### M1 wires, run 1

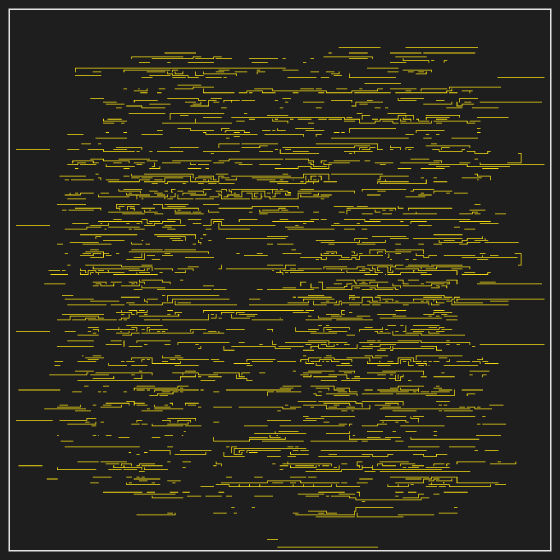
### M3 wires, run 1

The bar under the picture is 20 um long.
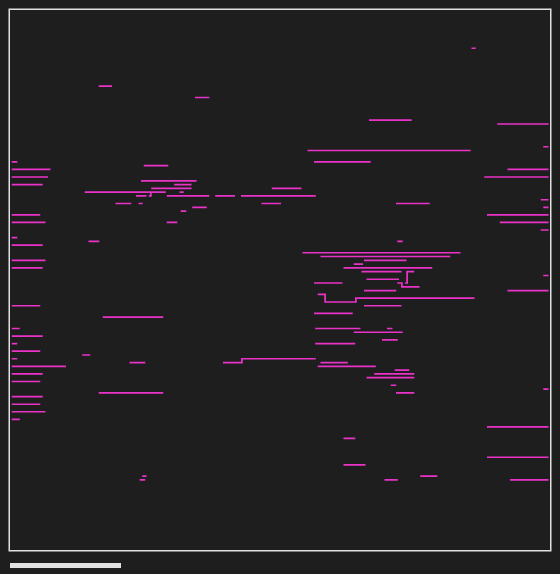
### Clock nets, run 1

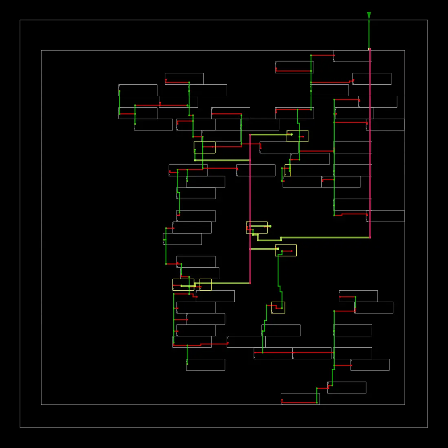
### Cells colored by class, run 1

Fill, decap, tap and diode cells in gray.
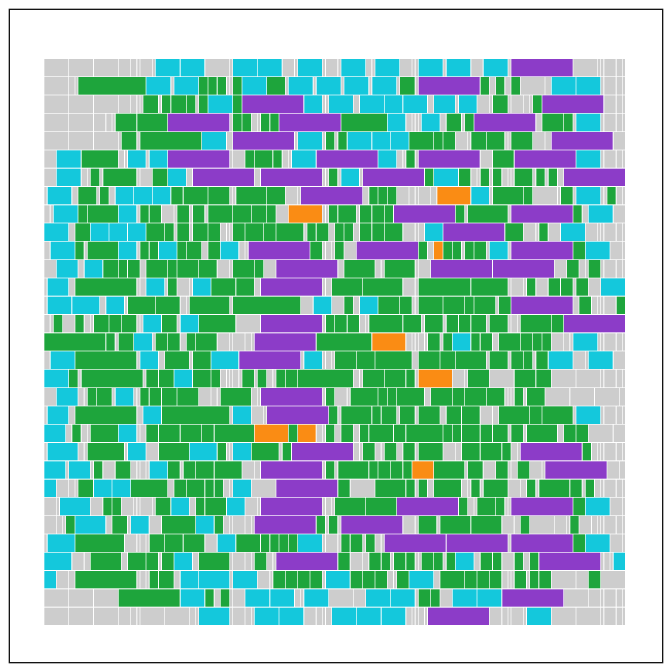
==> config.mk <==
export PLATFORM = sky130hd
export DESIGN_NAME = cc_flag_gen_flat
export DESIGN_NICKNAME = d
export VERILOG_FILES = /design/src/rtl/cc_flag_gen_pkg.sv /design/src/rtl/cc_flag_gen_if.sv /design/src/rtl/cc_half_sub.sv /design/src/rtl/cc_flag_gen.sv /design/src/flat_wrapper.sv
export SDC_FILE = /design/constraint.sdc
export NUM_CORES = 1
export LEC_CHECK = 0
export CAP_MARGIN = 10
export CORE_MARGIN = 5
export CORE_UTILIZATION = 51
export CTS_CLUSTER_SIZE = 24
export DETAILED_ROUTE_END_ITERATION = 6
export PLACE_DENSITY = 0.81
export SETUP_SLACK_MARGIN = 0.5
export SLEW_MARGIN = 0
export SYNTH_ARGS = -nofsm -noshare
export SYNTH_HDL_FRONTEND = slang
export SYNTH_SLANG_ARGS = --single-unit
==> constraint.sdc <==
create_clock -name clk -period 3 [get_ports clk]
set_clock_uncertainty 0.15 [all_clocks]
set_input_delay 0.75 -clock clk [delete_from_list [all_inputs] [get_ports clk]]
set_output_delay 0.75 -clock clk [all_outputs]
set_load 0.005 [all_outputs]
==> Changelog: implementation <==
### Implementation results

* Status: complete, no violations
* Top cells excl fill/tap: clkdlybuf4s50_1, nand2_1, buf_4
* Syn avg cell area at 8.12 um2
* Registers, synthesis at 52
* Commonest Layout Cell: clkdlybuf4s50_1
* Std-Cell Core Area at 0.00729 mm2
* Area delta synth->final at 46.3%
* Vias per inst at 5.72
* Fin crit period at 2900 ps
* Most used DFF post-synth: dfrtp_1
* H-tree depth at 2
* # IOs at 87
* Area leader share at 0.337
* Initial core utilization at 0.529
* Leak at 2.62 nW
* Overflow after GRT at 0
* WS Path Type: input pin to flip-flop
* Slew headroom at 0.648
* Net Count, Synth at 584
* Final Max Tran Viols at 0
* Cell Type Count at 64
* Die height at 97.0 um
* Total stage count of the critical path at 11
* Max-capacitance violation count at 0
* # setup viols final at 0
* Share of layout cells above drive strength 1 at 0.224
* Syn. warnings at 0
* Fin Hold WS at 192 ps
* Cycle use final at 0.968
* Initial antenna violation count at 0
* CP arrival at 2970 ps
* Seq share, synth at 0.337
* Crit-path max FO at 4
* DRC errors left at 0
* Pwr/cell area at 428 mW/mm2
* Cell count after synthesis at 475
* DRT iter0 DRCs at 218
* Die X at 97.0 um
* Setup crit start kind: input pin
* Clk buf depth at 2
* Routability congestion estimate at 0.877
* Register clock-pin slew on the reported worst setup and hold paths at 100 ps
* CP cell instances: clkdlybuf4s50_1 > inv_1 > ha_1 > buf_4 > inv_1 > o22ai_1 > nor4_2 > nand4b_1 > a2111oi_4 > o2111ai_2 > o31ai_2
* DR WL/cell at 16.1 um
* Tightest Hold Check Type: input pin to asynchronous set/reset pin
* Pin count of the biggest net entering global routing at 58
* IO buf count at 86
* Post-synth EDFFs at 0
* DR pass1 iterations at 6
* Hpwl dp at 8.38 mm
* WP data required at 3070 ps
* Final hold violations at 0
* Peak VDD IR at 0.234 mV
* Total GRT Usage at 0.227
* Top cells by area: dfrtp_1, ha_1, nand2_1, inv_1, nand3_1
* First-pass GRT wire length at 18.0 mm
* ANT cells at 0
* Syn Std Cell Area at 0.00386 mm2
* Crit path largest cell delay at 460 ps
* CTS tree: built
* Insertion Delay late pin at 310 ps
* Tool warnings at 29
* Tot Pwr at 2.42 mW
* Post-synth top area cell: dfrtp_1
* Total die size at 0.00940 mm2
* Buffers plus inverters on the worst setup path at 4
* Hold-fix buffers at CTS at 0
* Reg-to-reg slack, setup at 250 ps
* Crit. End Element: flip-flop
* CTS root buf: clkbuf_8
* CP delay by family, top: buffers and inverters
* Tightest Pin Transition at 527 ps
* RSZ-0062 raised after global routing: true
* Cells in synth_stat.txt at 475
* Vias in the first global route at 3947
* FMAX at 0.344 GHz
* Yosys chip area at 0.00386 mm2
* Detail Route Antenna Nets at 0
* Num Clock Sinks at 52
* Crit path top cell by count: inv_1
* CP max stage cell: clkdlybuf4s50_1
* Asr flop ratio synth at 1.00
* Reg2reg path depth at 8
* Fin nets at 716
Back to the opening pictures, 'M1 wires':
The layer carries 4430 um of wire. 654 nets have wire on it. The longest straight run is 37.7 um.
via count: 4044
Total Wirelength: 11.4 mm
global-route met1 utilization: 0.264

Back to the opening pictures, 'M3 wires':
The layer holds 5.2% of the routed length. The longest straight run is 29.0 um. The wires run mostly horizontal. 80 nets have wire on it. The layer carries 591 um of wire.
met3 GRT Util: 0.0345

Back to the opening pictures, 'Clock nets':
clkbuf count: 6
clock-net power: 0.405 mW
TritonCTS Buffers: 5

Back to the opening pictures, 'Cells colored by class':
Cyan marks other buffers and delay cells, cells 145, share of their area 24%. Green marks all other logic, cells 403, share of their area 51%. Orange marks clock drivers and dummy loads, cells 8, share of their area 1.6%. Purple marks flip-flops, cells 52, share of their area 24%.
FP Rows: 31
sequential share of cell area: 0.231

## run 1: logic make-up after synthesis
group,count (synthesis),synth area share
adders and majority gates,34,0.116
muxes,6,0.0159
buffers and inverters,72,0.0723
AOI/OAI and AO/OA,123,0.215
DFF,52,0.337
and+or+nand+nor,180,0.225
xor gates and xnor gates,8,0.0182
## run 1: worst reg2reg max path, cell delays in order, from the launching register on
cell and delay (ps):
dfrtp_1 410, fa_2 390, fa_2 400, xnor2_2 160, a2111oi_2 340, nand4_1 140
nor4_2 290, nand4_1 170, o31ai_1 220
## run 1: stage by stage
stage	setup TNS (ps)	utilization	std cells	instance area (um2)	setup WS, ps
4_1_cts	-89.3	0.747	702	5440	-89.3
5_1_grt	0	0.774	707	5640	17.0
3_5_place_dp	-886	0.705	690	5140	-550
6_report	0	0.774	707	5640	96.2
3_3_place_gp	-740	0.705	690	5140	-496
2_1_floorplan	0	-	475	3860	91.0
## run 1: area by class of cell
class | count | area [um2]
clock buffers | 6 | 72.6
clock inverters | 2 | 16.3
fillers | 529 | 1650
inverters | 52 | 198
multi-input cells | 351 | 2630
flip-flops and latches | 52 | 1300
well taps | 99 | 124
repair buffers | 145 | 1310
## run 1: synthesized netlist by cell type (5+ instances only)
library cell	n
nand2_1	69
dfrtp_1	52
inv_1	51
nand3_1	38
o21ai_0	33
ha_1	31
nor2_1	23
a21oi_1	21
clkbuf_1	16
nor2b_1	9
nand2b_1	8
nor3_1	8
o21a_1	8
o31ai_1	8
a22oi_1	5
mux2i_1	5
## run 1: where the power goes
| group | leakage [nW] | switching (mW) | total [mW] | internal, mW |
|---|---|---|---|---|
| logic | 1.89 | 0.631 | 1.20 | 0.565 |
| registers | 0.684 | 0.0382 | 0.816 | 0.778 |
| clock network | 0.0414 | 0.238 | 0.405 | 0.166 |
| total | 2.62 | 0.908 | 2.42 | 1.51 |
## run 1: metal layers
metal,vias to the layer above,share of wire,global-route usage
li1,1942,-,-
met1,1934,0.39,0.264
met2,139,0.53,0.423
met3,29,0.052,0.0345
met4,0,0.032,0.0756
met5,-,0,0
## run 1: repair_timing
action	in CTS	in global routing
buffers inserted	4	5
setup endpoints to repair	6	6
resized	61	38
pin swaps	28	28
Power figures rest on the tool's default switching activity, not on a simulated workload.
